`config.mk`:
```
export PLATFORM = sky130hd
export DESIGN_NAME = writeback_stage
export DESIGN_NICKNAME = d
export VERILOG_FILES = /design/src/rtl/writeback_stage.sv
export SDC_FILE = /design/constraint.sdc
export NUM_CORES = 1
export LEC_CHECK = 0
export CAP_MARGIN = 0
export CELL_PAD_IN_SITES_DETAIL_PLACEMENT = 1
export CELL_PAD_IN_SITES_GLOBAL_PLACEMENT = 1
export CORE_MARGIN = 10
export CORE_UTILIZATION = 29
export DETAILED_ROUTE_END_ITERATION = 8
export HOLD_SLACK_MARGIN = 0.15
export PLACE_DENSITY = 0.75
export SETUP_SLACK_MARGIN = 0.02
export SYNTH_ARGS = -nofsm -noshare
export SYNTH_HDL_FRONTEND = slang
export SYNTH_SLANG_ARGS = --single-unit
```
`constraint.sdc`:
```
create_clock -name CLK -period 2.2 [get_ports CLK]
set_clock_uncertainty 0.2 [all_clocks]
set_input_delay 0.44 -clock CLK [delete_from_list [all_inputs] [get_ports CLK]]
set_output_delay 0.44 -clock CLK [all_outputs]
set_load 0.005 [all_outputs]
```
`src/rtl/writeback_stage.sv`:
```
// Final pipeline stage: MEM/WB latch with load-wait, load/LUI/link result formatting,
// register file write port, hazard pending indication, retire counter and sticky halt.
module writeback_stage #(
  parameter int DATA_W = 32,
  parameter int ADDR_W = 5
) (
  input  logic              CLK,
  input  logic              nRST,
  input  logic              mem_valid,
  output logic              mem_ready,
  input  logic              mem_regwr,
  input  logic [ADDR_W-1:0] mem_wsel,
  input  logic [1:0]        mem_src,
  input  logic [DATA_W-1:0] mem_alu,
  input  logic [DATA_W-1:0] mem_pc4,
  input  logic [15:0]       mem_imm16,
  input  logic [1:0]        mem_ldtype,
  input  logic              mem_ldsigned,
  input  logic [1:0]        mem_byteoff,
  input  logic              mem_halt,
  input  logic              dload_valid,
  input  logic [DATA_W-1:0] dload,
  output logic              rf_WEN,
  output logic [ADDR_W-1:0] rf_wsel,
  output logic [DATA_W-1:0] rf_wdat,
  output logic              fwd_pending,
  output logic [ADDR_W-1:0] fwd_sel,
  output logic              halt,
  output logic [31:0]       retired
);

  typedef enum logic [1:0] {
    EMPTY     = 2'd0,
    VALID     = 2'd1,
    WAIT_LOAD = 2'd2,
    HALTED    = 2'd3
  } state_e;

  localparam logic [ADDR_W-1:0] ZERO_SEL = '0;

  state_e              state_q, state_d;
  logic                regwr_q, regwr_d;
  logic [ADDR_W-1:0]   wsel_q, wsel_d;
  logic [DATA_W-1:0]   data_q, data_d;
  logic [1:0]          ldtype_q, ldtype_d;
  logic                ldsigned_q, ldsigned_d;
  logic [1:0]          byteoff_q, byteoff_d;
  logic [31:0]         retired_q, retired_d;
  logic                accept;
  logic [1:0]          ret_inc;

  // Select the addressed half/byte lane and extend it; ldtype 11 falls back to word.
  function automatic logic [31:0] fmt_load(input logic [1:0] ldtype, input logic sgn,
                                           input logic [1:0] off, input logic [31:0] w);
    logic [15:0] h;
    logic [7:0]  b;
    logic [31:0] r;
    h = off[1] ? w[31:16] : w[15:0];
    case (off)
      2'd0:    b = w[7:0];
      2'd1:    b = w[15:8];
      2'd2:    b = w[23:16];
      2'd3:    b = w[31:24];
      default: b = w[7:0];
    endcase
    case (ldtype)
      2'b01:   r = {{16{sgn & h[15]}}, h};
      2'b10:   r = {{24{sgn & b[7]}}, b};
      default: r = w;
    endcase
    return r;
  endfunction

  assign mem_ready   = (state_q == EMPTY) || (state_q == VALID);
  assign accept      = mem_valid && mem_ready;
  assign rf_WEN      = (state_q == VALID) && regwr_q && (wsel_q != ZERO_SEL);
  assign rf_wsel     = wsel_q;
  assign rf_wdat     = data_q;
  assign fwd_pending = (state_q == WAIT_LOAD) && regwr_q && (wsel_q != ZERO_SEL);
  assign fwd_sel     = wsel_q;
  assign halt        = (state_q == HALTED);
  assign retired     = retired_q;

  // Next-state, latch update and retire accounting.
  always_comb begin
    state_d    = state_q;
    regwr_d    = regwr_q;
    wsel_d     = wsel_q;
    data_d     = data_q;
    ldtype_d   = ldtype_q;
    ldsigned_d = ldsigned_q;
    byteoff_d  = byteoff_q;
    case (state_q)
      EMPTY, VALID: begin
        if (accept) begin
          if (mem_halt) begin
            state_d = HALTED;
            regwr_d = 1'b0;
          end else if (mem_src == 2'b01) begin
            state_d    = WAIT_LOAD;
            regwr_d    = mem_regwr;
            wsel_d     = mem_wsel;
            ldtype_d   = mem_ldtype;
            ldsigned_d = mem_ldsigned;
            byteoff_d  = mem_byteoff;
          end else begin
            state_d = VALID;
            regwr_d = mem_regwr;
            wsel_d  = mem_wsel;
            case (mem_src)
              2'b10:   data_d = mem_pc4;
              2'b11:   data_d = {mem_imm16, 16'h0000};
              default: data_d = mem_alu;
            endcase
          end
        end else begin
          state_d = EMPTY;
        end
      end
      WAIT_LOAD: begin
        if (dload_valid) begin
          state_d = VALID;
          data_d  = fmt_load(ldtype_q, ldsigned_q, byteoff_q, dload);
        end else begin
          state_d = WAIT_LOAD;
        end
      end
      HALTED:  state_d = HALTED;
      default: state_d = EMPTY;
    endcase
    // A VALID entry retiring on the same edge a halt is accepted counts twice.
    ret_inc   = {1'b0, (state_q == VALID)} +
                {1'b0, (state_d == HALTED) && (state_q != HALTED)};
    retired_d = retired_q + {30'd0, ret_inc};
  end

  // State and latch registers with asynchronous clear.
  always_ff @(posedge CLK or negedge nRST) begin
    if (!nRST) begin
      state_q    <= EMPTY;
      regwr_q    <= 1'b0;
      wsel_q     <= '0;
      data_q     <= '0;
      ldtype_q   <= 2'b00;
      ldsigned_q <= 1'b0;
      byteoff_q  <= 2'b00;
      retired_q  <= 32'd0;
    end else begin
      state_q    <= state_d;
      regwr_q    <= regwr_d;
      wsel_q     <= wsel_d;
      data_q     <= data_d;
      ldtype_q   <= ldtype_d;
      ldsigned_q <= ldsigned_d;
      byteoff_q  <= byteoff_d;
      retired_q  <= retired_d;
    end
  end

endmodule

```
gates.png
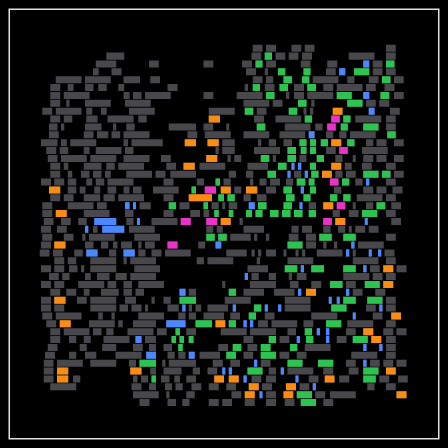
green -> aoi and oai cells  # cells 111
blue -> nor cells  # cells 62
orange -> mux cells  # cells 39
magenta -> non-inverting ao/oa cells  # cells 10

clock_nets.png
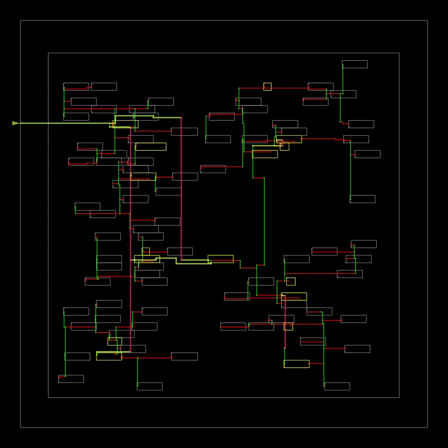
Clock buffer cells: 10
Latency at later pin: 0.35 ns
P_clk: 1.57 mW
CTS Buf Count: 9

ff_map.png
Other sequential cells in the stronger gray, the rest of the logic in the fainter gray.
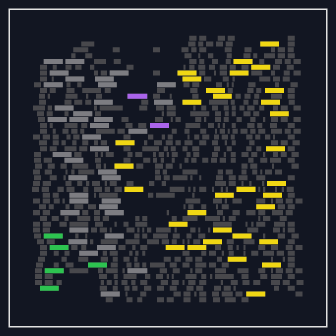
purple -> byteoff_q  # flops 2
green -> fwd_sel  # flops 5, where south-west
yellow -> rf_wdat  # flops 32
not colored = 38
Seq group: 2.30 mW
Seq. cell area: 1930 um^2
Seq area share: 23.8%
fin util: 50.8%

==> Changelog: implementation <==
### Implementation results

* Hold slack at 0.299 ns
* Inverter count at 12
* Routed length on met1 at approximately 8900 um
* First-pass GRT wire length at between 30000 and 40000 um
* Status: finished, violations left
* Tool warnings at 30
* Worst reg2reg setup slack at -0.14 ns
* Routed len/inst at ~22 um
* Top Family by Delay on Critical Path: simple AND/OR/NAND/NOR gates
* Vias in the first global route at 5321
* Largest net degree at the start of global routing at roughly 50
* Reg-to-Reg End: retired[18]
* Worst IR drop on VDD at 0.588 mV
* Critical setup path kind: reg2out
* Largest cell class by area: buffers
* Slowest Stage Delay on Critical Path at roughly 0.55 ns
* Top cells by count, synth: 77 x dfrtp_1, 49 x nor2_1, 36 x nand2_1
* FFs w/ async S/R, synth at 100%
* Final Cycle Share at 106%
* Slew headroom at between 60% and 70%
* Highest metal used: met5
* Worst setup path startpoint: fwd_sel[2]
* Unique cell types at between 50 and 60
* YS chip area at 4740 um^2
* Gr ovfl total at 0
* CP Data Required Time at approximately 1.6 ns
* Dominant register cell: dfrtp_1
* Setup TNS at -1.18 ns
* Via/cell ratio at ~5.2
* Routability cong. at 0.807
* Worst R2R Start: state_q[1]
* # setup viols final at 16
* Max H-tree Level at 3
* Pwr dens at 1070 nW/um^2
* Final Instance Count excl. Fillers at ~940
* Dominant logic cell types in the final layout: 200 x clkdlybuf4s50_1, 75 x dfrtp_1, 58 x buf_4
* Initial Utilization at between 20% and 30%
* Complex Gates by Area at between 20% and 30%
* Post-synth top area share at between 40% and 50%
* Hold path depth at 1
* Worst R2R Path Depth at 10
* Fraction of area in multi-input gates at about a third
* Met2 wire len at a little over 10000 um
* Post-synthesis sequential area ratio at a little over 40%
* Max-slew violation count at 0
* Top non-seq family: AND-OR/OR-AND gates
* Tap cells at ~220
* Hold_sp: retired[22]
* Worst-path clk slew at roughly 0.07 ns
* MaxCap Viol Count at 0
* Final worst path period need at ~2.3 ns
* Net load switching power at between 3 and 4 mW
* CP Launch Type: flip-flop
* N_diodes at 2
* Post-Synth Adder-Cell Area at between 1 and 1.5%
* Drt initial violations at approximately 200
* #MultiIn Comb at between 300 and 400
* Yosys Instances at roughly 460
* Antenna Nets Post-Route at 0
* Post-synth EDFFs at 0
* Signal buf overhead at ~34%
* Root Driver: clkbuf_16
* Syn-to-layout area delta at 70.8%
* Die Span X at about 150 um
* Cell area after placement at about 7500 um^2
* Top-count cell post-synth: dfrtp_1
* Yosys xor share at under 10%
* Drt first pass iters at 4
* # Post-CTS Setup Buffers at 7
* Crit path max fanout at 2
* Comb. cell area at ~2800 um^2
* Place WS at -0.594 ns
* Simple-Gate Area Share at ~15%
* Met2 Resource Use GR at 30.8%
* Core box area at 15900 um^2
* Non-clk bufs at approximately 280
* Hold-fix buffers at CTS at 1
* Syn_nets at 591
* M1 GR Usage at 22.0%
* Ys flops at slightly below 80
* NumNets Final at 849
* Leading area contributor after synthesis: dfrtp_1
* CP bufs+invs at 2
* Final setup margin at -0.140 ns
* Die Area at 21900 um^2
* I/O pin count at 208
* Final Hold Fails at 0
* Row count at 46
* Crit path DAT at between 1.5 and 2 ns
* Top power group: combinational cells
* Cell count after synthesis at between 400 and 500
* Slowest CP cell: or4_4
* Leak pwr at ~3.3 nW
* DR DRC count at 0
* Post-Place Cells at around 910
* Power Combinational at 4.80 mW
* Hpwl dp at 16200 um
* Cell-internal power at 5.35 mW
* RSZ-0062 raised after global routing: true
* Failing checks: negative setup slack
* WL met3 at approximately 1800 um
* Fillcell total at ~1.8k
* CTS tree: done
* Switching share of power at about two fifths
* Number of port buffers at between 200 and 250
* Post-cts sizing count at 34
* DIE HEIGHT at 148 um
* CTS Buffer Depth at 2
* PnR Total Power at 8.66 mW
* Final instance area at about 8100 um^2
No activity file was given, so power comes from the tool's default toggle rates.
